**Run 1: M1 wires**

(2 px per µm) Supply wires on this layer in gray.
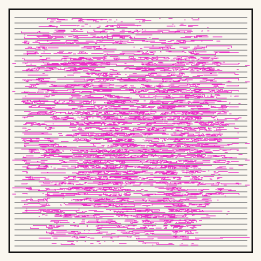
**Run 1: clock nets**

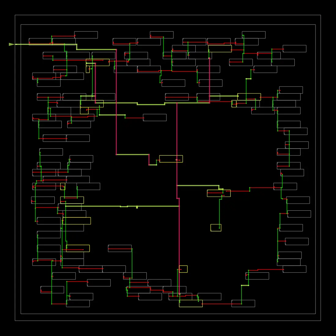
**Run 1: clock distribution**

(3 px per µm)
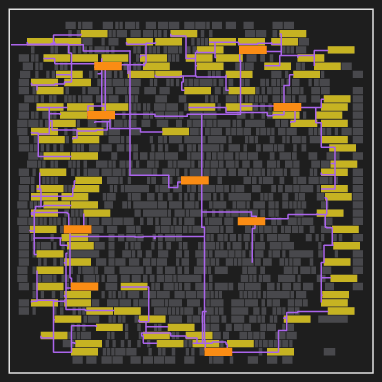
**Run 1: placement density heat map**

(3 px per µm) The die is cut into 12 by 12 equal tiles; white is low, dark blue is high, 0 to 100% covered.
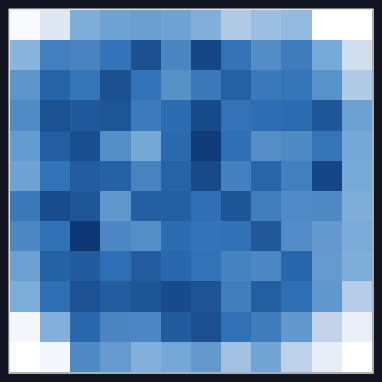
## src/rtl/arith_pkg.sv

```systemverilog
// ============================================================================
// arith_pkg : segment map, state encoding and mask helpers for the subtractor
// Revision  : 1.0
// ============================================================================
`default_nettype none

package arith_pkg;

  localparam int NUM_SEGS  = 4;
  localparam int SEG_MAX_W = 18;
  localparam int SEG_LO [NUM_SEGS] = '{0, 1, 4, 14};
  localparam int SEG_HI [NUM_SEGS] = '{0, 3, 13, 31};

  typedef enum logic [1:0] {
    IDLE = 2'd0,
    SEG  = 2'd1,
    DONE = 2'd2
  } state_t;

  function automatic logic [31:0] seg_mask(input logic [1:0] k);
    logic [32:0] span;
    span = (33'h1 << (SEG_HI[k] - SEG_LO[k] + 1)) - 33'h1;
    return span[31:0] << SEG_LO[k];
  endfunction

  // All bits strictly above segment k; empty for the top segment.
  function automatic logic [31:0] above_mask(input logic [1:0] k);
    logic [32:0] below;
    below = (33'h1 << (SEG_HI[k] + 1)) - 33'h1;
    return ~below[31:0];
  endfunction

endpackage

`default_nettype wire

```

## src/rtl/segment_subtractor.sv

```systemverilog
// ============================================================================
// segment_subtractor : combinational a - b - bin for one segment
// Revision           : 1.0
// ============================================================================
`default_nettype none

module segment_subtractor #(
  parameter int WIDTH = 18
) (
  input  logic [WIDTH-1:0] a,
  input  logic [WIDTH-1:0] b,
  input  logic             bin,
  output logic [WIDTH-1:0] d,
  output logic             bout,
  output logic             transparent
);

  logic [WIDTH:0] full;

  // The extra top bit goes to 1 exactly when a < b + bin.
  assign full        = {1'b0, a} - {1'b0, b} - {{WIDTH{1'b0}}, bin};
  assign d           = full[WIDTH-1:0];
  assign bout        = full[WIDTH];
  assign transparent = (a == b);

endmodule

`default_nettype wire

```

## src/rtl/borrow_skip_subtractor.sv

```systemverilog
// ============================================================================
// borrow_skip_subtractor : multi-cycle segmented 32-bit subtractor
// Optional early finish on borrow-transparent upper segments: BSS_SKIP_EN
// Revision               : 1.0
// ============================================================================
`default_nettype none

module borrow_skip_subtractor
  import arith_pkg::*;
#(
  parameter int BIT_SIZE = 32
) (
  input  logic                clk,
  input  logic                rst_n,
  input  logic                in_valid,
  output logic                in_ready,
  input  logic [BIT_SIZE-1:0] minuend,
  input  logic [BIT_SIZE-1:0] subtrahend,
  output logic                out_valid,
  input  logic                out_ready,
  output logic [BIT_SIZE-1:0] diff,
  output logic                borrow_out,
  output logic                overflow
);

  state_t              state;
  logic [1:0]          seg_idx;
  logic [BIT_SIZE-1:0] x_reg;
  logic [BIT_SIZE-1:0] y_reg;
  logic                borrow;

  logic [31:0]          mask;
  int unsigned          seg_lo;
  logic [SEG_MAX_W-1:0] seg_a;
  logic [SEG_MAX_W-1:0] seg_b;
  logic [SEG_MAX_W-1:0] seg_d;
  logic                 seg_bout;
  logic                 seg_transparent_unused;
  logic [31:0]          fill;
  logic                 finish;
  logic [31:0]          next_diff;

  assign mask   = seg_mask(seg_idx);
  assign seg_lo = SEG_LO[seg_idx];
  assign seg_a  = SEG_MAX_W'((x_reg & mask) >> seg_lo);
  assign seg_b  = SEG_MAX_W'((y_reg & mask) >> seg_lo);

  segment_subtractor #(
    .WIDTH (SEG_MAX_W)
  ) u_seg (
    .a           (seg_a),
    .b           (seg_b),
    .bin         (borrow),
    .d           (seg_d),
    .bout        (seg_bout),
    .transparent (seg_transparent_unused)
  );

`ifdef BSS_SKIP_EN
  logic [31:0] upper;
  assign upper  = above_mask(seg_idx);
  // Equal upper bits pass the borrow straight through every remaining segment.
  assign finish = ((x_reg ^ y_reg) & upper) == 32'h0;
  assign fill   = seg_bout ? upper : 32'h0;
`else
  assign finish = (seg_idx == 2'd3);
  assign fill   = 32'h0;
`endif

  assign next_diff = (diff & ~mask) | ((32'(seg_d) << seg_lo) & mask) | fill;
  assign in_ready  = (state == IDLE);

  always_ff @(posedge clk or negedge rst_n) begin
    if (!rst_n) begin
      state      <= IDLE;
      seg_idx    <= 2'd0;
      x_reg      <= '0;
      y_reg      <= '0;
      borrow     <= 1'b0;
      diff       <= '0;
      borrow_out <= 1'b0;
      overflow   <= 1'b0;
      out_valid  <= 1'b0;
    end else begin
      case (state)
        IDLE: begin
          if (in_valid) begin
            x_reg   <= minuend;
            y_reg   <= subtrahend;
            borrow  <= 1'b0;
            diff    <= '0;
            seg_idx <= 2'd0;
            state   <= SEG;
          end
        end
        SEG: begin
          diff    <= next_diff;
          borrow  <= seg_bout;
          seg_idx <= seg_idx + 2'd1;
          if (finish) begin
            state      <= DONE;
            out_valid  <= 1'b1;
            borrow_out <= seg_bout;
            overflow   <= (x_reg[BIT_SIZE-1] ^ y_reg[BIT_SIZE-1]) &
                          (next_diff[31] ^ x_reg[BIT_SIZE-1]);
          end
        end
        DONE: begin
          if (out_ready) begin
            state     <= IDLE;
            out_valid <= 1'b0;
          end
        end
        default: state <= IDLE;
      endcase
    end
  end

endmodule

`default_nettype wire

```

## config.mk

```make
export PLATFORM = sky130hd
export DESIGN_NAME = borrow_skip_subtractor
export DESIGN_NICKNAME = d
export VERILOG_FILES = /design/src/rtl/arith_pkg.sv /design/src/rtl/segment_subtractor.sv /design/src/rtl/borrow_skip_subtractor.sv
export SDC_FILE = /design/constraint.sdc
export NUM_CORES = 1
export LEC_CHECK = 0
export CORE_MARGIN = 2
export CORE_UTILIZATION = 57
export DETAILED_ROUTE_END_ITERATION = 16
export GPL_ROUTABILITY_DRIVEN = 0
export GPL_TIMING_DRIVEN = 0
export PLACE_DENSITY = 0.81
export SETUP_SLACK_MARGIN = 0.4
export SLEW_MARGIN = 20
export SYNTH_ARGS = -nofsm -noshare
export SYNTH_HDL_FRONTEND = slang
export SYNTH_SLANG_ARGS = --single-unit
```

## constraint.sdc

```tcl
create_clock -name clk -period 7.1 [get_ports clk]
set_input_delay 1.775 -clock clk [delete_from_list [all_inputs] [get_ports clk]]
set_output_delay 1.775 -clock clk [all_outputs]
set_load 0.02 [all_outputs]
```

==> results.toml, run 1 <==
# physical design summary
[status]
status = "complete, no violations"

[synthesis]
logic_family = "simple AND/OR/NAND/NOR gates"
seq_area_frac_synth_pct = 33.5
syn_inst = 966
ys_seq_elements = 104
synth.avg_cell_area_um2 = 8.04
synth.most_common_cell = "nand2_1"
yosysWarningCount = 0
ys_sh_xor_pct = 1.47
fa_ha_area_share_pct = 6.64
ys_types = 62
synthSimpleGateAreaFrac_pct = 21.3
edf_count = 0
syn_area_um2 = 7770
common_cells = "287 x nand2_1, 104 x dfrtp_1, 51 x mux2i_1, 51 x nor2_1, 47 x inv_1"
ys_chip_area_um2 = 7770
mux_area_share_pct = 13.1
syn_nets = 1074

[clock_network]
cts_max_path_buffers = 2
cts_tree = "done"
clk_pin_slew_worst_paths_ns = 0.07
cts_hold_buf = 0
post_cts_resized = 11

[flow_run]
warnings = 32
maxCapViolCount = 0

[worst_setup_path]
cp-start-kind = "flop"
crit_type = "flop to flop"
crit_chain = "buf_6 > clkinv_1 > clkbuf_4 > clkbuf_2 > ha_1 > buf_2 > clkbuf_2 > clkbuf_2 > mux2i_1 > o22a_1 > mux2i_1 > ha_1 > inv_1 > ha_1 > a21o_1 > a31oi_1 > a2bb2oi_1 > o211ai_4 > a31oi_4 > xor2_2 > o211ai_1 > mux4_2 > a22o_1"
path_buffers = 8
max_stage_delay_ns = 0.48
worstPathArrival_ns = 6.76
cp.required_ns = 7.35
crit_path_end_kind = "flop"
cp_top_family = "buffers and inverters"
slowest_stage = "mux4_2"
worstRegToRegCells = 23

[place]
dp_hpwl_mm = 18.3
place_inst = 1246
pre_cts_slack_ns = -0.924
port_buffers = 103

[drt]
via_per_inst = 6.24
dr.first_iter.drc_count = 1071
drt-total-wl_mm = 24.5
dr.max_layer_used = "met4"
ant_nets = 0
vias = 7872
met1Wirelength_mm = 9.46

[sta]
fmax_mhz = 154
finalSetupViolations = 0
slew_headroom_pct = 42.8
finalHoldViolations = 0
slew_viol_final = 0
period_needed_ns = 6.51
setup_ws_ns = 0.588
max_slew.worst_pin.slew_ns = 0.858
min_period_over_period_pct = 91.7
rsz0062_at_grt = "true"

[cells_and_area]
n_clock_buffer = 10
buffers = 164
seq_share_pct = 27.7
fin_cells = 1262
ff_count = 104
logic_area_um2 = 4790

[global_route]
grt_pass1_vias = 7389
grt_busiest_layer = "met2"
grt_max_degree = 54
grt_pass1_wl_mm = 38.7
grt_util_all_layers_pct = 34.4

[floorplanning]
chipArea_um2 = 14600
taps = 176
rows = 42
core-area_um2 = 13300

[hold_path]
min_path_type = "flop to flop"
min_to = "diff[30]$_DFFE_PN0P_"
min_from = "diff[30]$_DFFE_PN0P_"
Back to the opening pictures, 'M1 wires':
wire length on this layer	9460 µm
share of all routed wire	39%
nets with wire on the layer	1071

Back to the opening pictures, 'clock nets':
Latency at later pin: 0.36 ns
clk sinks: 104

Back to the opening pictures, 'clock distribution':
[yellow] flip-flops | count: 104
[purple] clock wires | length: 1340 µm
[orange] clock-net drivers | count: 9
routed clock nets	10
flops lie	all over the die
Worst Skew: 0.00575 ns

Back to the opening pictures, 'placement density heat map':
nearly empty tiles	2.8%
mean over tiles	63%
tiles over 75% full	32%
fullest tile	97%
post-layout util: 70.8%
fp_density: 58.4%

run 1: cell usage in the layout (no fill, tap or decap), types with 8 or more instances in the layout:
cell type,netlist,final
dfrtp_1,104,104
xnor2_1,8,8
mux2i_1,51,51
clkdlybuf4s50_1,0,102
inv_1,47,47
buf_1,16,13
o22ai_1,14,14
o21ai_0,41,41
o211ai_1,15,15
clkbuf_16,0,9
nand2b_1,8,8
nand3_1,16,16
a21oi_1,45,44
ha_1,38,38
nand2_1,287,287
o22a_1,11,11
clkbuf_1,40,34
a22o_1,9,9
nor2_1,51,51
mux2_2,31,31
run 1: per-stage QoR:
step	hold slack (ns)	area (µm²)	utilization, %
final	0.481	9410	70.8
after global routing	0.505	9410	70.8
after detailed placement	0.472	9050	68.1
after CTS	0.487	9370	70.5
after floorplan	0.439	7770	-
after global placement	0.464	9020	67.8
**Run 1: the metal 3 layer**

(4 px per µm)
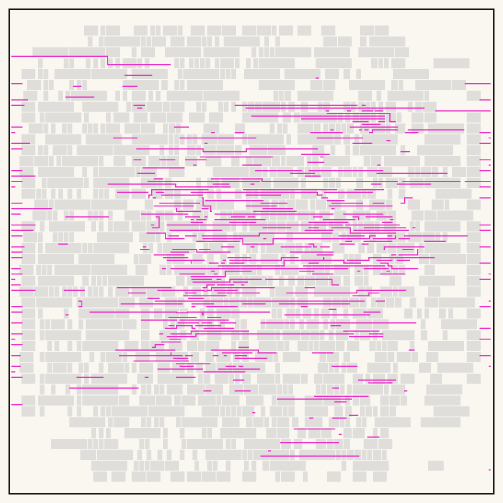

==> inputs of run 2 (changes only) <==
- CELL_PAD_IN_SITES_DETAIL_PLACEMENT: not set -> 1
- CELL_PAD_IN_SITES_GLOBAL_PLACEMENT: not set -> 1
- CORE_UTILIZATION: 57 -> 42
- GPL_TIMING_DRIVEN: 0 -> not set
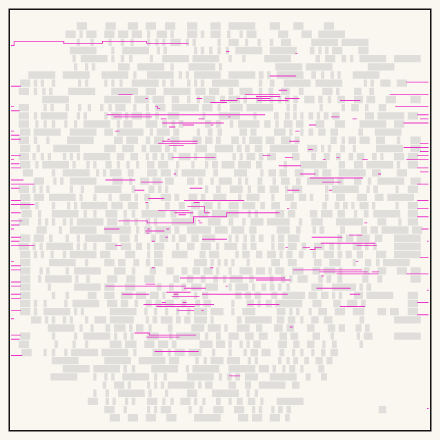
**Above:** run 2 (the metal 3 layer).
(3 px per µm)
wire length on this layer	1080 µm
nets with wire on the layer	121
longest straight run	52.4 µm
main direction	horizontal
Vias: 7355
met3 global-route usage: 4.38%
Post-Route WL: 25.0 mm

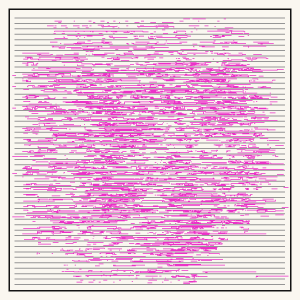
**Above:** run 2 (M1 wires).
(2 px per µm) Supply wires on this layer in gray.
main direction	horizontal
nets with wire on the layer	1030
longest straight run	44.2 µm
share of all routed wire	44%
wire length on this layer	10900 µm
GR Layer Usage met1: 32.7%

==> run 2 against run 1 <==
Utilization fell by 19 points; cell area fell by 1.5%; via count fell by 6.6%; clock-buffer cell count did not move; clock skew rose by 0.0026 ns.
==> results.toml, run 2 <==
# physical design summary
[floorplanning]
rows = 49
ios = 104
core-area_um2 = 18000
die_y_um = 140
chipArea_um2 = 19600
fp_util_pct = 43.1
chipWidth_um = 140

[drt]
drtPass1Iterations = 5
dr_wl_met3_mm = 1.08
dr.first_iter.drc_count = 514
ant_nets = 0
met1Wirelength_mm = 10.9
drc = 0
dr.max_layer_used = "met4"
route.met2.wl_mm = 11.7
via_per_inst = 5.79
wl_per_cell_um = 19.7

[hold_path]
min_path_type = "flop to flop"
min_to = "diff[30]$_DFFE_PN0P_"
min_from = "diff[30]$_DFFE_PN0P_"
worstHoldPathCells = 2

[synthesis]
synth.avg_cell_area_um2 = 8.04
synthDominantCellAreaShare_pct = 33.5
syn_area_um2 = 7770
synthArstFlopShare_pct = 100
flop_cell = "dfrtp_1"
yosysWarningCount = 0
common_cells = "287 x nand2_1, 104 x dfrtp_1, 51 x mux2i_1, 51 x nor2_1, 47 x inv_1"
synth.most_common_cell = "nand2_1"
yosysTopAreaCell = "dfrtp_1"
ys_chip_area_um2 = 7770
syn_nets = 1074
netlist_top_cells_area = "dfrtp_1 34%, nand2_1 14%, mux2i_1 6.6%"
seq_area_frac_synth_pct = 33.5
syn_inst = 966
edf_count = 0
ys_seq_elements = 104
ys_types = 62
ys_cells = 966

[cells_and_area]
final_net_count = 1144
antennaDiodeCount = 0
most-common-layout-cells = "286 x nand2_1, 103 x dfrtp_1, 102 x clkdlybuf4s50_1"
post-route-util_pct = 51.4
area_growth_pct = 19.3
fin_cells = 1270
lay_top_count = "nand2_1"
drive_above_1_share_pct = 8.07
stdcell_area_um2 = 9270

[worst_setup_path]
r2r_end = "diff[25]$_DFFE_PN0P_"
rr_startpoint = "seg_idx[1]$_DFFE_PN0P_"
crit_path_end_kind = "flop"
worstPathArrival_ns = 6.40
slowest_stage = "ha_1"
critPathMaxFanout = 17
cp-startpoint = "seg_idx[1]$_DFFE_PN0P_"
cp-endpoint = "diff[25]$_DFFE_PN0P_"
crit_chain = "clkinv_1 > ha_1 > buf_4 > mux2_2 > nand2_1 > o22ai_1 > o21ai_0 > ha_1 > inv_1 > ha_1 > a21oi_1 > o21bai_1 > a221oi_1 > o21ai_0 > a2111oi_0 > nor2_1 > mux4_2 > a22o_1"
max_stage_delay_ns = 0.64
worstRegToRegCells = 18
crit_type = "flop to flop"
crit_top_cell = "ha_1"
rrSetupSlack_ns = 0.95
cp.required_ns = 7.35
cp-start-kind = "flop"

[sta]
setup_ws_ns = 0.947
fmax_mhz = 163
period_needed_ns = 6.15
fin_hold_ws_ns = 0.485
slew_headroom_pct = 46.9
fin_tns_setup_ns = 0
rsz0062_at_grt = "false"
finalHoldViolations = 0
min_period_over_period_pct = 86.7
max_slew.worst_pin.slew_ns = 0.796
finalSetupViolations = 0
slew_viol_final = 0

[place]
dp_hpwl_mm = 18.8
placed_cell_area_um2 = 8980
pre_cts_slack_ns = 1.01
place_inst = 1254
port_buffers = 103

[clock_network]
cts_made_buffers = 9
h-tree-depth = 3
post_cts_resized = 0
cts_tree = "done"
clock-sinks = 104
clk_pin_slew_worst_paths_ns = 0.08
post_cts_buffers = 0
clock_latency_ns = 0.36
cts_max_path_buffers = 2
cts-root-buf = "clkbuf_16"
cts_hold_buf = 0

[flow_run]
warnings = 31
maxCapViolCount = 0

[global_route]
grt_pass1_wl_mm = 40.5
antenna_found_initial = 0
grt_max_degree = 74
grt_util_all_layers_pct = 25.9
grt_busiest_layer = "met2"
gr-usage-met2_pct = 42.3
overflow = 0
grt_pass1_vias = 7619

[status]
status = "complete, no violations"
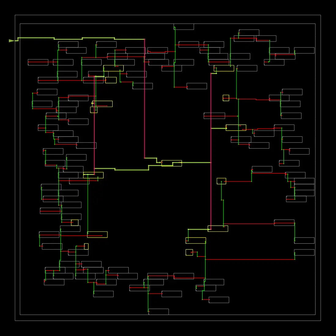
**Above:** run 2 (clock nets).
FFs & Latches: 104
Worst Skew: 0.00833 ns
clock buffer count: 10

run 2: final cells by class:
type	instances	area [µm²]
flip-flops and latches	104	2600
fillers	2233	8760
multi-input cells	753	4750
repair buffers	119	1150
well taps	229	287
clock inverters	6	50.0
inverters	49	184
clock buffers	10	239
run 2: kinds of logic (layout without fill, tap and decap cells):
family	after synthesis	after routing	share of synthesized area (%)
DFF	104	104	33.5
buffers and inverters	109	184	5.41
xor gates and xnor gates	13	13	1.47
adders and majority gates	40	40	6.64
AOI/OAI and AO/OA	209	209	18.6
and+or+nand+nor	402	402	21.3
muxes	89	89	13.1
run 2: critical path: cells and delay by family (launching register included):
family          cells  cell delay (ns)
buf+inv             3             0.93
fa+ha+maj           3             1.31
simple gates        2             0.30
flops               1             0.58
compound gates      8             2.18
mux                 2             0.73
